$ cat src/rtl/out_word_serializer.sv
// out_word_serializer: captures a wide vector and streams it out as 32-bit words, least-significant slice first.
module out_word_serializer #(
  parameter int OUT_W = 96,
  parameter int WORD_W = 32,
  localparam int NW = (OUT_W + WORD_W - 1) / WORD_W,
  localparam int IW = $clog2(NW) + 1
) (
  input  logic              clk_i,
  input  logic              rst_ni,
  input  logic              cap_valid_i,
  input  logic [OUT_W-1:0]  cap_data_i,
  output logic              cap_ready_o,
  output logic              word_valid_o,
  input  logic              word_ready_i,
  output logic [WORD_W-1:0] word_data_o,
  output logic [IW-1:0]     word_idx_o,
  output logic              word_last_o,
  input  logic              flush_i,
  output logic [15:0]       frame_cnt_o
);
  localparam int AW = NW > 1 ? $clog2(NW) : 1;
  typedef enum logic {IDLE, SEND} state_t;
  state_t state_q, state_d;
  logic [AW-1:0] idx_q;
  logic [WORD_W-1:0] data_q [NW];
  logic [NW*WORD_W-1:0] cap_wide;
  logic is_last, word_fire, last_fire, cap_fire;
  // Zero-extend so the top word's unused bits read as zero.
  assign cap_wide = (NW*WORD_W)'(cap_data_i);
  assign is_last = idx_q == AW'(NW - 1);
  always_comb begin
    word_valid_o = state_q == SEND;
    word_last_o = word_valid_o && is_last;
    word_data_o = word_valid_o ? data_q[idx_q] : '0;
    word_idx_o = IW'(idx_q);
    cap_ready_o = !word_valid_o || (word_ready_i && is_last);
  end
  assign word_fire = word_valid_o && word_ready_i;
  assign last_fire = word_fire && is_last;
  assign cap_fire = cap_valid_i && cap_ready_o;
  always_comb begin
    state_d = flush_i ? IDLE : cap_fire ? SEND : last_fire ? IDLE : state_q;
  end
  always_ff @(posedge clk_i) begin
    if (!rst_ni) state_q <= IDLE;
    else state_q <= state_d;
  end
  // Flush wins over both a completing word and a new capture.
  always_ff @(posedge clk_i) begin
    if (!rst_ni) begin
      idx_q <= '0;
      frame_cnt_o <= '0;
      for (int k = 0; k < NW; k++) data_q[k] <= '0;
    end else if (flush_i) begin
      idx_q <= '0;
    end else begin
      if (last_fire) frame_cnt_o <= frame_cnt_o + 16'd1;
      if (cap_fire || last_fire) idx_q <= '0;
      else if (word_fire) idx_q <= idx_q + AW'(1);
      if (cap_fire) for (int k = 0; k < NW; k++) data_q[k] <= cap_wide[k*WORD_W +: WORD_W];
    end
  end
endmodule

$ cat config.mk
export PLATFORM = sky130hd
export DESIGN_NAME = out_word_serializer
export DESIGN_NICKNAME = d
export VERILOG_FILES = /design/src/rtl/out_word_serializer.sv
export SDC_FILE = /design/constraint.sdc
export NUM_CORES = 1
export LEC_CHECK = 0
export ABC_AREA = 0
export CORE_MARGIN = 3
export CORE_UTILIZATION = 51
export CTS_CLUSTER_SIZE = 10
export DETAILED_ROUTE_END_ITERATION = 6
export GPL_ROUTABILITY_DRIVEN = 0
export PLACE_DENSITY = 0.85
export SYNTH_ARGS = -nofsm -noshare
export SYNTH_HDL_FRONTEND = slang
export SYNTH_SLANG_ARGS = --single-unit
$ cat constraint.sdc
create_clock -name clk_i -period 24.7 [get_ports clk_i]
set_input_delay 3.705 -clock clk_i [delete_from_list [all_inputs] [get_ports clk_i]]
set_output_delay 3.705 -clock clk_i [all_outputs]
set_load 0.005 [all_outputs]
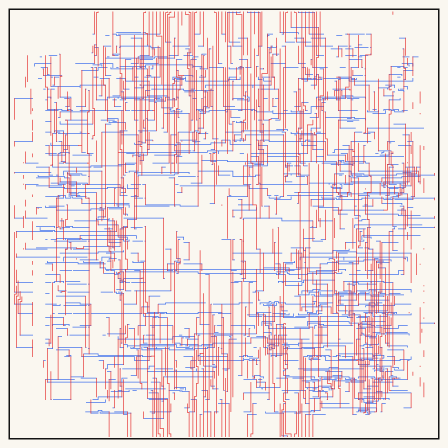
Figure 1: signal wires by layer.
Two of the layers only.
Key: red = M2 [wire length 5970 um]; blue = M1 [wire length 4330 um]
DR vias: 3726
drt wl/cell: 14.79 um
routed wire length: 11.08 mm
GRT Resource Usage Total: 0.1982

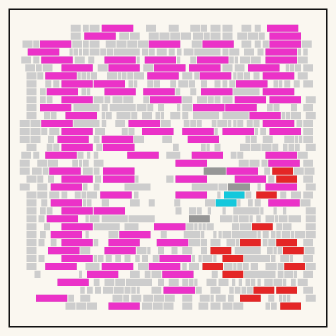
Figure 2: where the registers sit.
Key: red = `frame_cnt_o` [flops 16, where south-east]; cyan = `idx_q` [flops 2]; magenta = `data_q` [flops 96, where widely spread]
Another 3 sequential cells are not colored.
Flop area: 3306 um2
post-layout util: 0.7562
Flop+latch power: 0.229 mW

==> results.yml <==
# generated from flow reports
status:
  status: "finished clean"
cts:
  cts_hold_repair.buffers: 0
  htree_num_levels: 4
  cts_buffers: 17
final_layout:
  nets: 706
  areaGrowthSynthToFinish_pct: 41.19
  drive_gt1_frac: 0.06006
  stdcell_area_um2: 7527
  largest_register: "data_q"
  final_cell_mix: "clkdlybuf4s50_1 (153), and2_1 (130), edfxtp_1 (96)"
  largest_register_ffs: 96
setup_path:
  crit_top_cell: "clkdlybuf4s50_1"
  cp-end-kind: "output pin"
  max_stage_delay_ps: 520
  critical_path_peak_fanout: 6
synthesis:
  ys_cells: 454
  yosys_most_used_dff: "edfxtp_1"
  ys_area_um2: 5331
  synth.avg_cell_area_um2: 11.74
  yosysUniqueCellTypes: 31
  synthXorXnorAreaFrac: 0.01807
  area_leaders: "edfxtp_1 (54%), and2_1 (15%), dfxtp_1 (7.9%)"
  synthesis.area_um2: 5331
  top_area_frac: 0.5407
  synth_top_cell_by_area: "edfxtp_1"
final_timing:
  setup_ws_ps: 15840
  fin_crit_sh: 0.3587
global_routing:
  grt_pass1_wl_mm: 17.69
  grt_overflow: 0
placed_design:
  dp_hpwl_mm: 7.553
  post-place-ws_ps: 15820
floorplan:
  dieArea_um2: 11720
  initial_core_util: 0.5356
drt:
  drt-pass1-iter-count: 4
  drc_errors: 0
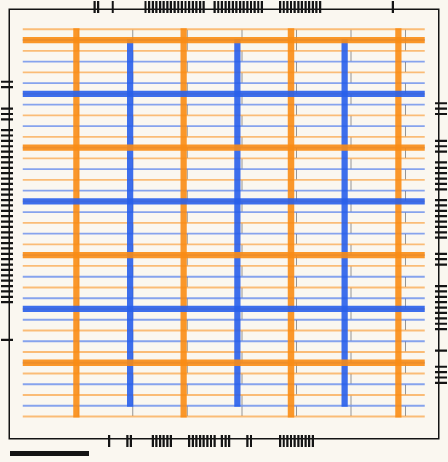
Figure 3: supply network.
The bar under the picture is 20 um long. Pins as bars on the die edge. Tap cells in gray.
Key: blue = VDD; orange = VSS
37 met1 rails follow the rows. 133 tap cells.
maximum vdd ir drop: 0.04636 mV
chip height: 108.2 um
Die Wd: 108.2 um
core area: 9955 um2

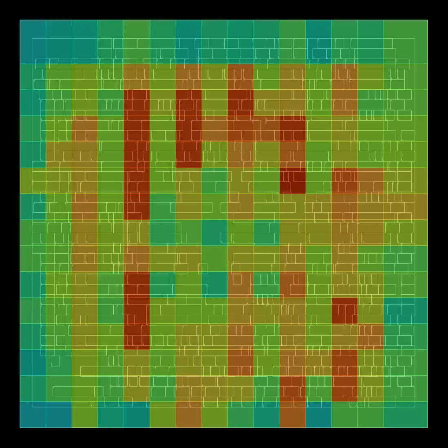
Figure 4: track usage over the die.
GR Util met3: 0.06030
met2 usage: 0.3544
met1 usage: 0.2266
GRT Max-Usage Layer: met2

==> report_power, final <==
| group | internal (mW) | switching, mW |
|---|---|---|
| Sequential | 0.225 | 0.00347 |
| Combinational | 0.0218 | 0.0129 |
| Clock | 0.146 | 0.0773 |
==> cells in the mapped netlist, types with 5 or more instances <==
| master | number |
|---|---|
| and2_1 | 130 |
| edfxtp_1 | 96 |
| nand2_1 | 43 |
| o21ai_0 | 36 |
| mux2i_1 | 34 |
| clkbuf_1 | 22 |
| dfxtp_1 | 21 |
| nor2_1 | 16 |
| xnor2_1 | 8 |
| a21oi_1 | 5 |
==> stage by stage <==
| step | util | hold slack (ps) |
|---|---|---|
| floorplan | - | 474.3 |
| global placement | 0.7007 | 468.1 |
| detailed placement | 0.7007 | 485.2 |
| CTS | 0.7562 | 499.6 |
| global route | 0.7562 | 514.0 |
| finish | 0.7562 | 494.2 |
==> worst paths after layout <==
| path | from | end | slack (ps) | depth (start not counted) |
|---|---|---|---|---|
| max reg2reg | word_valid_o | data_q[1][13] | 22160 | 7 |
| min | frame_cnt_o[15] | frame_cnt_o[15] | 490 | 2 |
| min reg2reg | frame_cnt_o[15] | frame_cnt_o[15] | 490 | 2 |
| max | word_ready_i | cap_ready_o | 15840 | 4 |
==> routing by layer <==
metal	wire (um)	track usage	vias up
met2	5969	0.3544	110
met4	135	0.06492	0
met3	646	0.06030	10
li1	-	-	1860
met5	0	0	-
met1	4329	0.2266	1746
==> area by class of cell <==
type | count | area (um2)
clock inverter | 5 | 48.80
fill | 680 | 2427
tap | 133 | 166.4
multi-input combinational | 306 | 1927
timing repair buffer | 157 | 1562
clock buffer | 27 | 503.0
sequential | 117 | 3306
inverter | 4 | 15.01
No activity file was given, so power comes from the tool's default toggle rates.
